`config.mk`:
```
export PLATFORM = sky130hd
export DESIGN_NAME = bin2bcd_disp
export DESIGN_NICKNAME = d
export VERILOG_FILES = /design/src/rtl/bin2bcd_disp_pkg.sv /design/src/rtl/bin2bcd_disp_dd_digit.sv /design/src/rtl/bin2bcd_disp.sv
export SDC_FILE = /design/constraint.sdc
export NUM_CORES = 1
export LEC_CHECK = 0
export CAP_MARGIN = 20
export CORE_MARGIN = 10
export CORE_UTILIZATION = 56
export CTS_BUF_LIST = sky130_fd_sc_hd__clkbuf_4
export CTS_CLUSTER_DIAMETER = 100
export DETAILED_ROUTE_END_ITERATION = 10
export PLACE_DENSITY_LB_ADDON = 0.1
export SYNTH_ARGS = -nofsm -noshare
export SYNTH_HDL_FRONTEND = slang
export SYNTH_SLANG_ARGS = --single-unit
```
`constraint.sdc`:
```
create_clock -name clk -period 2.2 [get_ports clk]
set_input_delay 0.55 -clock clk [delete_from_list [all_inputs] [get_ports clk]]
set_output_delay 0.55 -clock clk [all_outputs]
set_load 0.02 [all_outputs]
```
`src/rtl/bin2bcd_disp_pkg.sv`:
```
// Shared display codes and FSM encoding for the bin2bcd_disp converter.
package bin2bcd_disp_pkg;
  localparam logic [3:0] CODE_OFF  = 4'hA;
  localparam logic [3:0] CODE_DASH = 4'hB;
  localparam logic [3:0] CODE_H    = 4'hC;
  localparam logic [3:0] CODE_L    = 4'hD;
  localparam logic [3:0] CODE_E    = 4'hE;
  localparam logic [3:0] CODE_P    = 4'hF;

  typedef enum logic [1:0] {
    ST_IDLE   = 2'd0,
    ST_SHIFT  = 2'd1,
    ST_FORMAT = 2'd2
  } state_e;
endpackage

```
`src/rtl/bin2bcd_disp_dd_digit.sv`:
```
// Single-nibble add-3 correction used before each double-dabble shift.
module dd_digit (
  input  logic [3:0] d_i,
  output logic [3:0] d_o
);
  assign d_o = (d_i >= 4'd5) ? d_i + 4'd3 : d_i;
endmodule

```
`src/rtl/bin2bcd_disp.sv`:
```
// Sequential shift/add-3 binary to display-code converter with zero blanking.
// Optional two's complement input with a leading dash: define SIGNED_DISP_EN.
import bin2bcd_disp_pkg::*;

module bin2bcd_disp #(
  parameter int WIDTH  = 10,
  parameter int DIGITS = 4
) (
  input  logic                  clk,
  input  logic                  rst,
  input  logic                  start,
  input  logic [WIDTH-1:0]      bin,
  output logic                  busy,
  output logic                  done,
  output logic                  ovf,
  output logic [4*DIGITS-1:0]   bcd_out,
  output logic [DIGITS-1:0]     en_out
);
  localparam int CW = $clog2(WIDTH + 1);

  state_e              state_q;
  logic [WIDTH-1:0]    bin_q, mag_d;
  logic [4*DIGITS-1:0] bcd_q, corr_d, fmt_d;
  logic [CW-1:0]       cnt_q;
  logic                ovf_acc_q, fmt_ovf_d;
  int                  msd_d;

  for (genvar g = 0; g < DIGITS; g++) begin : g_dd
    dd_digit u_dd (.d_i(bcd_q[4*g +: 4]), .d_o(corr_d[4*g +: 4]));
  end

`ifdef SIGNED_DISP_EN
  logic neg_q, neg_d;
  // Negating at capture keeps the shift phase identical to the unsigned build.
  assign neg_d = bin[WIDTH-1];
  assign mag_d = neg_d ? (~bin + 1'b1) : bin;
`else
  assign mag_d = bin;
`endif

  always_comb begin
    fmt_d     = '0;
    msd_d     = 0;
    fmt_ovf_d = ovf_acc_q;
    for (int i = 1; i < DIGITS; i++)
      if (bcd_q[4*i +: 4] != 4'd0) msd_d = i;
    for (int i = 0; i < DIGITS; i++)
      fmt_d[4*i +: 4] = (i <= msd_d) ? bcd_q[4*i +: 4] : CODE_OFF;
`ifdef SIGNED_DISP_EN
    if (neg_q) begin
      if (msd_d == DIGITS - 1) fmt_ovf_d = 1'b1;
      else
        for (int i = 1; i < DIGITS; i++)
          if (i == msd_d + 1) fmt_d[4*i +: 4] = CODE_DASH;
    end
`endif
    if (fmt_ovf_d) fmt_d = {DIGITS{CODE_DASH}};
  end

  always_ff @(posedge clk) begin
    if (rst) begin
      state_q   <= ST_IDLE;
      busy      <= 1'b0;
      done      <= 1'b0;
      ovf       <= 1'b0;
      bcd_out   <= {DIGITS{CODE_OFF}};
      en_out    <= '0;
      bin_q     <= '0;
      bcd_q     <= '0;
      cnt_q     <= '0;
      ovf_acc_q <= 1'b0;
`ifdef SIGNED_DISP_EN
      neg_q     <= 1'b0;
`endif
    end else begin
      done <= 1'b0;
      case (state_q)
        ST_IDLE: if (start) begin
          bin_q     <= mag_d;
          bcd_q     <= '0;
          cnt_q     <= '0;
          ovf_acc_q <= 1'b0;
          busy      <= 1'b1;
          state_q   <= ST_SHIFT;
`ifdef SIGNED_DISP_EN
          neg_q     <= neg_d;
`endif
        end
        ST_SHIFT: begin
          // A 1 leaving the top nibble means the value exceeds DIGITS decimal digits.
          bcd_q     <= {corr_d[4*DIGITS-2:0], bin_q[WIDTH-1]};
          bin_q     <= {bin_q[WIDTH-2:0], 1'b0};
          ovf_acc_q <= ovf_acc_q | corr_d[4*DIGITS-1];
          cnt_q     <= cnt_q + 1'b1;
          if (cnt_q == CW'(WIDTH - 1)) state_q <= ST_FORMAT;
        end
        ST_FORMAT: begin
          bcd_out <= fmt_d;
          ovf     <= fmt_ovf_d;
          en_out  <= '1;
          done    <= 1'b1;
          busy    <= 1'b0;
          state_q <= ST_IDLE;
        end
        default: state_q <= ST_IDLE;
      endcase
    end
  end
endmodule

```
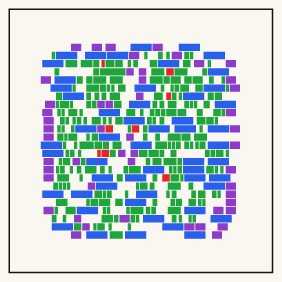
Figure 1: cells colored by class.
Scale: 3 px per um.
Red is clock drivers and dummy loads, cells 8, share of their area 1.7%. Green is combinational and other logic, cells 222, share of their area 46%. Blue is sequential cells, cells 53, share of their area 36%. Purple is remaining buffers and delay cells, cells 50, share of their area 16%.

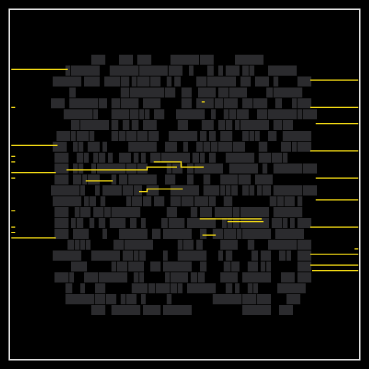
Figure 2: met3 routing.
Scale: 4 px per um.
The longest straight run is 20.0 um. The wires run mostly horizontal. 26 nets have wire on it.
met3 usage in global routing: 0.03277
total vias in the final route: 2,161
detailed-route wire length: 5525 um

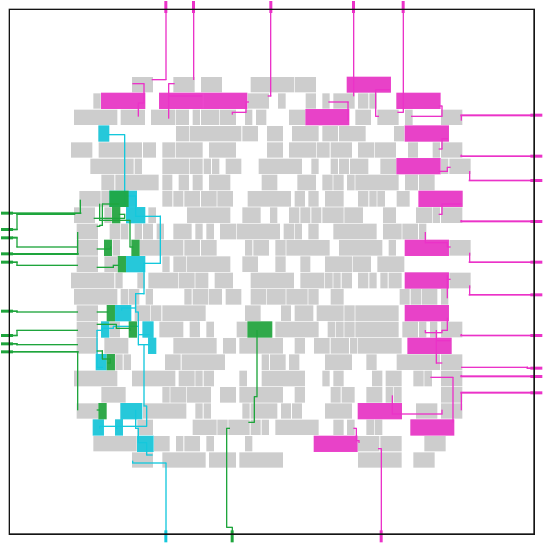
Figure 3: port wiring.
Scale: 6 px per um.
Green is bin, bits 10, direction input, edge 9 left, 1 bottom, end cells 10, buffers 10, wire 201 um. Magenta is bcd_out, bits 16, direction output, edge 10 right, 5 top, 1 bottom, end cells 16, buffers 16, wire 317 um. Cyan is start, bits 1, direction input, edge bottom, end cells 14, buffers 2, wire 121 um.

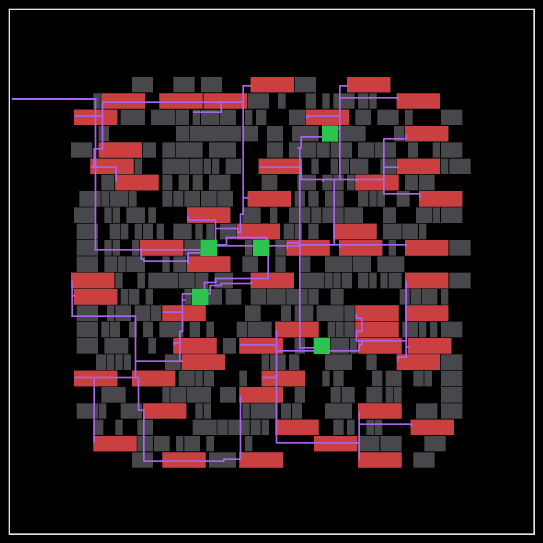
Figure 4: clock wires, drivers and flops.
Scale: 6 px per um.
Red is flip-flops, count 53. Green is clock drivers, count 5. Purple is clock wires, length 606 um.
There are 6 routed clock nets.
clock skew: 0.005414 ns
Clk pwr share: 0.266
Latency at later pin: 0.37 ns

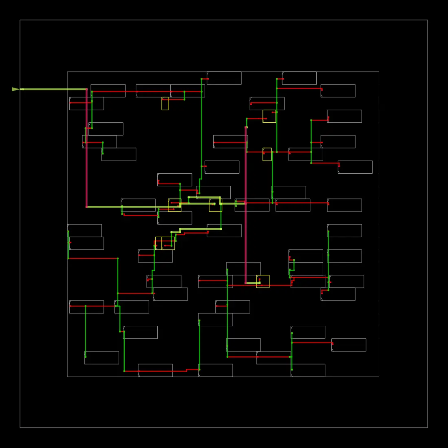
Figure 5: clock routing.
sequential cell count of the final layout: 53
clock tree sinks: 53
clkbuf count: 5
total clock buffers created by CTS: 5

[sequential cells by signal (all words and copies together) (netlist names)]
name       flops
en_out         1
fmt_ovf_d      1
bcd_out       16
bcd_q         16
ovf            1
cnt_q          4
busy           1
bin_q         10
done           1
state_q        2
[layout make-up]
cell class / count / area, sq um / share of cell area
Timing Repair Buffer: 50 / 462.9 / 0.1542
Tap cell: 52 / 65.06 / 0.02167
Clock buffer: 5 / 37.54 / 0.01250
Multi-Input combinational cell: 208 / 1311 / 0.4367
Sequential cell: 53 / 1061 / 0.3533
Clock inverter: 3 / 12.51 / 0.004167
Inverter: 14 / 52.55 / 0.01750
[where the power goes]
part	internal, uW	switching, uW	total (uW)
sequential	982	17.7	1000
clock	117	301	418
combinational	73.6	79.9	153
total	1170	399	1570
==> writeup.txt <==
The congestion estimate from routability-driven global placement came to 0.8473. Per the summary, power density relative to cell area is 523.3 nW/um^2. The run gives 0.2427 ns as the final worst-path setup slack.

The critical path goes through clkdlybuf4s50_1. The commonest cells after synthesis are sky130_fd_sc_hd__dfxtp_1, sky130_fd_sc_hd__nor2_1, sky130_fd_sc_hd__a21oi_1. The gate family responsible for the most delay along the worst path was buffers and inverters.

The layer with the highest usage after global routing was met2. With the fraction of synthesized area in multiplexers at 0.02520, the total count of max-transition violations in the final report is 0. After the first detailed-routing iteration, the DRC count stood at 94. Most used logic cell in the final layout: sky130_fd_sc_hd__dfxtp_1.

The run gives 87.25 um for the overall die height. In the per-layer summary, the met1 wirelength comes to 2613 um. After detailed routing, the average wire length per cell comes to 14.35 um.

Input and output buffers added on the ports amount to 35. The number of failing setup endpoints in the final timing report was 0; the clock period minus final worst setup slack was 1.957 ns. The capturing element of the worst setup path was en_out[3].

For the post-synthesis cell count, the log shows 295. The area of the die is 7612 sq um. Fraction of the yosys area taken by sequential cells: 0.4190.

The region available for standard cell placement spans 4354 sq um. The OpenROAD report gives the critical path a data arrival time of 1.41 ns. In this run the top signal layer used is met4.

The script extracted a total leakage power of 0.001170 uW. The cell depth of the worst min-delay path is 2. With the post-synth net total at 320, the actual slew at the worst max-slew pin is 0.5379 ns.

The tools report the total track usage as 0.1466. In the synthesized netlist, the dominant kind of combinational cell is simple AND/OR/NAND/NOR gates. The logic depth of the worst path, buffers included works out to 1. Post-synth the commonest register cell is sky130_fd_sc_hd__dfxtp_1.

With the mean instance size in the synthesized netlist at 8.585 sq um, the I/O pin total is 36. The number of warnings reported in the yosys synthesis log was 0; the number of warnings in the stage logs was 33. Across all hold checks on the routed design, the worst slack comes to 0.4625 ns. The classification of the worst setup path is reg -> out. Once placement finished, the instance area stood at 2953 sq um. The tools report the number of antenna violations at the first check in global routing as 0.

The total congestion overflow was 0; the worst-case setup slack after placement was 0.2442 ns. The proportion of synthesized flip-flops having asynchronous set or reset works out to 0. The type of the most critical hold path was reg -> reg. The tools report the max-slew headroom at the worst pin as 0.6409. The horizontal die dimension reported for this design is 87.25 um. For reference, the critical path is launched at en_out[0]$_SDFFE_PP0P_. The fmax is 510.9 MHz.

The logs give 0 for the number of gates resized after cts and 0 ns for the setup TNS. The final standard cell area without fillers was 3003 sq um. TritonCTS built the clock tree. The run gives 0 for the reported max-cap violation count.

The detailed router reports a met2 wire length of 2602 um. The end-of-flow core utilization was 0.6897; the XOR/XNOR share of the synthesized area was 0.01383. The adder-cell area share of the yosys netlist works out to 0.05929.

The maximum fanout along the worst path was 5. The startpoint identified for the worst register-to-register timing path is bcd_q[12]$_SDFFE_PP0P_. The fraction of post-synthesis cell area in the top cell type by area was 0.4190. In the final layout, the fill cell count is 379. Once layout is complete, the cells apart from fillers number 385.

Start point of the worst min-delay path: bcd_out[12]$_SDFFE_PP0P_. With the number of antenna diodes at 0, the fraction of the core area occupied by cells at floorplan is 0.5816. Looking at the critical path, the single cell with the biggest stage delay is sky130_fd_sc_hd__clkdlybuf4s50_1. In this run, distinct cell masters in the synthesized netlist total 50.

The area fraction in and, or, nand and nor cells after synthesis came out at 0.2208. Yosys instantiated no cell more often than sky130_fd_sc_hd__dfxtp_1. With the growth of design area from synthesis to finish at 18.58%, the area reported by Yosys stat is 2532 sq um. Power comes to 1571 uW. The flow ran to the end, and the final reports show no timing, DRC or antenna violations.

The run gives 4080 um as the detailed placement HPWL. Setup slack on the worst reg-to-reg path comes out at 0.41 ns. The run gives 24 for the number of cell rows. Before antenna repair, the detailed router went through 4 iterations. Ranked by total cell area, the synthesized netlist is headed by sky130_fd_sc_hd__dfxtp_1, sky130_fd_sc_hd__nor2_1, sky130_fd_sc_hd__ha_1.

The first global-routing pass estimated 9342 um of wire. Summed over all nets, wire length on met3 after detailed routing comes to 251 um. Endpoints failing hold in the final report were tallied at 0. Number of enable flip-flop cells: 0.

Logic depth along the worst register-to-register path is recorded as 6. The number of vias per cell was 5.613.
No activity file was given, so power comes from the tool's default toggle rates.
